## src/rtl/tff_pkg.sv

```systemverilog
// rtl/tff_pkg.sv - shared FSM state type and T-vector helper for the TFF counter
package tff_pkg;

   localparam int TFF_MAX_W = 16;

   typedef enum logic {ST_IDLE, ST_RUN} state_e;

   // Toggle mask that moves count one step; wraps MAX<->0 by toggling exactly the set bits.
   function automatic logic [TFF_MAX_W-1:0] next_t(input logic [TFF_MAX_W-1:0] count,
                                                    input logic                 up,
                                                    input logic [TFF_MAX_W-1:0] max);
      logic [TFF_MAX_W-1:0] t;
      logic                 carry;
      t     = '0;
      carry = 1'b1;
      if (up && (count == max)) begin
         t = count;
      end else if (!up && (count == '0)) begin
         t = max;
      end else begin
         for (int i = 0; i < TFF_MAX_W; i++) begin
            t[i]  = carry;
            carry = carry & (up ? count[i] : ~count[i]);
         end
      end
      return t;
   endfunction

endpackage

```

## src/rtl/tff_cell.sv

```systemverilog
// rtl/tff_cell.sv - single T flip-flop with sync reset > preset > toggle
module tff_cell (
   input  logic Clock,
   input  logic reset,
   input  logic preset,
   input  logic T,
   output logic Q
);

   logic q_q;

   always_ff @(posedge Clock) begin
      if (reset) begin
         q_q <= 1'b0;
      end else if (preset) begin
         q_q <= 1'b1;
      end else if (T) begin
         q_q <= ~q_q;
      end
   end

   assign Q = q_q;

endmodule

```

## src/rtl/tff_counter_ctrl.sv

```systemverilog
// rtl/tff_counter_ctrl.sv - start/stop FSM and per-cell T/preset/reset decode
// driving a bank of T cells as a modulo-(MAX_COUNT+1) up/down counter.
module tff_counter_ctrl
   import tff_pkg::*;
#(
   parameter int WIDTH     = 4,
   parameter int MAX_COUNT = 9
) (
   input  logic             Clock,
   input  logic             reset,
   input  logic             start,
   input  logic             stop,
   input  logic             load,
   input  logic [WIDTH-1:0] load_value,
   input  logic             up_down,
   output logic [WIDTH-1:0] count,
   output logic             tc,
   output logic             busy
);

   localparam logic [WIDTH-1:0] MAX_V = WIDTH'(MAX_COUNT);

   state_e           state_q, state_d;
   logic             busy_q;
   logic [WIDTH-1:0] count_q;
   logic [WIDTH-1:0] load_v;
   logic [WIDTH-1:0] cell_t, cell_preset, cell_reset;

   always_ff @(posedge Clock) begin
      if (reset) begin
         state_q <= ST_IDLE;
         busy_q  <= 1'b0;
      end else begin
         state_q <= state_d;
         busy_q  <= (state_d == ST_RUN);
      end
   end

   always_comb begin
      state_d = state_q;
      case (state_q)
         ST_IDLE: if (start && !stop) state_d = ST_RUN;
         ST_RUN:  if (stop)           state_d = ST_IDLE;
         default:                     state_d = ST_IDLE;
      endcase
   end

   assign load_v = (load_value > MAX_V) ? MAX_V : load_value;

   // Stop freezes the count in the same cycle it is seen.
   always_comb begin
      cell_t      = '0;
      cell_preset = '0;
      cell_reset  = '0;
      if (reset) begin
         cell_reset = '1;
      end else if (load) begin
         cell_reset  = ~load_v;
         cell_preset = load_v;
      end else if ((state_q == ST_RUN) && !stop) begin
         cell_t = WIDTH'(next_t(TFF_MAX_W'(count_q), up_down, TFF_MAX_W'(MAX_V)));
      end
   end

   for (genvar i = 0; i < WIDTH; i++) begin : g_cell
      tff_cell u_cell (
         .Clock  (Clock),
         .reset  (cell_reset[i]),
         .preset (cell_preset[i]),
         .T      (cell_t[i]),
         .Q      (count_q[i])
      );
   end

   assign count = count_q;
   assign busy  = busy_q;
   assign tc    = (state_q == ST_RUN) && (up_down ? (count_q == MAX_V) : (count_q == '0));

endmodule

```

## config.mk

```make
export PLATFORM = sky130hd
export DESIGN_NAME = tff_counter_ctrl
export DESIGN_NICKNAME = d
export VERILOG_FILES = /design/src/rtl/tff_pkg.sv /design/src/rtl/tff_cell.sv /design/src/rtl/tff_counter_ctrl.sv
export SDC_FILE = /design/constraint.sdc
export NUM_CORES = 1
export LEC_CHECK = 0
export CAP_MARGIN = 20
export CORE_AREA = 2 2 39 41
export CTS_CLUSTER_SIZE = 24
export DETAILED_ROUTE_END_ITERATION = 12
export DIE_AREA = 0 0 41 43
export HOLD_SLACK_MARGIN = 0.05
export MAX_ROUTING_LAYER = met4
export PLACE_DENSITY_LB_ADDON = 0.25
export SYNTH_ARGS = -nofsm -noshare
export SYNTH_HDL_FRONTEND = slang
export SYNTH_HIERARCHICAL = 1
export SYNTH_SLANG_ARGS = --single-unit
```

## constraint.sdc

```tcl
create_clock -name Clock -period 4.18 [get_ports Clock]
set_input_delay 1.254 -clock Clock [delete_from_list [all_inputs] [get_ports Clock]]
set_output_delay 1.254 -clock Clock [all_outputs]
set_load 0.005 [all_outputs]
```

Figure 1. Power grid.
Bar = 10 um. Pins as bars on the die edge.
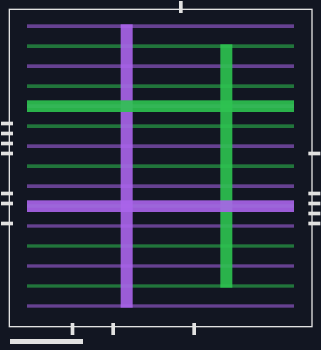
- VSS: purple
- VDD: green
- met1 rails: 15
- met4 straps: 2
- rows: 14
Max rail drop VDD: 0.114 mV
Die Span Y: 43 um

==> flow_metrics.tcl <==
# place-and-route summary
set metrics [dict create \
    status "finished, final reports clean" \
    io_pins 16 \
    post-cts-setup-buffers 0 \
    ys_warn_count 6 \
    grt_overflow 0 \
    drcViolationCount 0 \
    top_cell_area_share_pct 26.1 \
    synth-xor-area-share_pct 9.12 \
    synthSimpleGateAreaFrac_pct 33.2 \
    rsz0062_at_grt "no" \
    chipArea_um2 1760 \
    syn_to_final_growth_pct 51.1 \
    top_area_cell "dfxtp_1" \
    grt_pass1_vias 404 \
    syn-num-nets 63 \
    cp_max_fo 5 \
    edf_count 0 \
    ys_sh_adder_pct 0 \
    core_um2 1380 \
    cts_tree "built" \
    grt_max_degree 9 \
    wirelength_um 802 \
    synth-area-yosys_um2 384 \
    cts_buffers 3 \
    cts_sinks 5 \
    worst_path_dominant_cell_family "buffers and inverters" \
    rr_endpoint "g_cell[2].u_cell/Q$_SDFFE_PP0P_" \
    yosysSeqAreaShare_pct 26.1 \
    leakage_nw 0.222 \
    maxSlewHeadroom_pct 82.5 \
    flop_cell "dfxtp_1" \
    ff2ff_path_depth 4 \
    worstPathArrival_ns 2.77 \
    drive_gt1_share_pct 11.1 \
    cts-root-buf "clkbuf_4" \
    fin_tns_setup_ns 0 \
    async_flop_share_pct 0 \
    synthCells 53 \
    cts_resized 0 \
    synth_flop_count 5 \
    cts_hold_buf 0 \
    critPathLaunch "up_down" \
    io_buffer_count 15 \
    hold_path_class "reg -> reg" \
]
Figure 2. Placement by cell class.
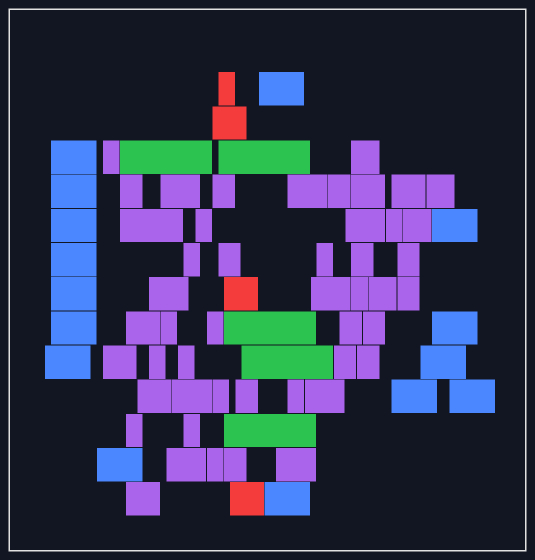
- clock drivers and dummy loads: red (cells 4)
- all other logic: purple (cells 48)
- other buffers and delay cells: blue (cells 15)
- flip-flops: green (cells 5)

[area by class of cell]
class / count / area [um^2]
clock buffers: 4 / 26.3
fillers: 160 / 803
inverters: 6 / 22.5
multi-input cells: 42 / 262
flip-flops and latches: 5 / 100
well taps: 16 / 20.0
repair buffers: 15 / 150
[worst reg2reg max path: stages, from the launching register on]
cell	delay [ns]
dfxtp_1	0.37
or4b_4	0.51
a21oi_1	0.17
xnor2_1	0.14
a21oi_1	0.08
[cells in the final DEF (no fill, tap or decap), drive strengths merged, types with 2 or more instances in the layout]
cell / n
a21o: 4
clkdlybuf4s50: 15
nand2: 3
o21ai: 2
dfxtp: 5
nor3: 3
nor3b: 3
clkbuf: 4
inv: 6
a21oi: 6
xnor2: 4
nand3: 2
nor2: 6
[cells in the mapped netlist (all sizes together) (2+ instances only)]
master and n:
a21o 4, a21oi 6, dfxtp 5, inv 6, nand2 3, nand3 2
nor2 6, nor3 3, nor3b 3, o21ai 2, xnor2 4
[per-layer routing]
metal / wire length, um / up-vias / part of all wire, % / global-route usage, %
met5: 0 / - / 0 / -
met4: 0 / 0 / 0 / 12.0
met3: 39 / 0 / 4.9 / 3.14
met2: 373 / 12 / 47 / 19.7
met1: 389 / 177 / 49 / 14.2
li1: - / 221 / - / -
[cell families (layout without fill, tap and decap cells)]
logic type,count (synthesis),in the layout
AND-OR/OR-AND,15,15
XOR/XNOR,4,4
buffers and inverters,6,25
flip-flops,5,5
AND/OR/NAND/NOR,23,23
[where the power goes]
part	switching (mW)	total, mW	internal, mW
Clock	0.0186	0.0546	0.0360
Sequential	0.00308	0.0529	0.0498
Combinational	0.0110	0.0305	0.0195
Total	0.0327	0.138	0.105
[worst min path at each step]
stage,startpoint,end,slack [ns],cells after the start
floorplan,busy$_SDFF_PP0_,busy$_SDFF_PP0_,0.50,2
global placement,busy$_SDFF_PP0_,busy$_SDFF_PP0_,0.53,2
detailed placement,busy$_SDFF_PP0_,busy$_SDFF_PP0_,0.54,2
CTS,busy$_SDFF_PP0_,busy$_SDFF_PP0_,0.54,2
global route,busy$_SDFF_PP0_,busy$_SDFF_PP0_,0.56,2
finish,busy$_SDFF_PP0_,busy$_SDFF_PP0_,0.54,2
[state kept, by name, summed over array words and instances (netlist names)]
register and flops:
g_cell.u_cell/Q 4, busy 1
[stage by stage]
step | hold slack, ns | cell area (um^2) | cells | utilization [%] | total power [mW]
after floorplan | 0.498 | 384 | 53 | - | 0.0669
after global placement | 0.529 | 554 | 84 | 40.1 | 0.0842
after detailed placement | 0.542 | 554 | 84 | 40.1 | 0.0842
after CTS | 0.538 | 581 | 88 | 42.0 | 0.142
after global routing | 0.557 | 581 | 88 | 42.0 | 0.146
final | 0.535 | 581 | 88 | 42.0 | 0.138
Power figures rest on the tool's default switching activity, not on a simulated workload.
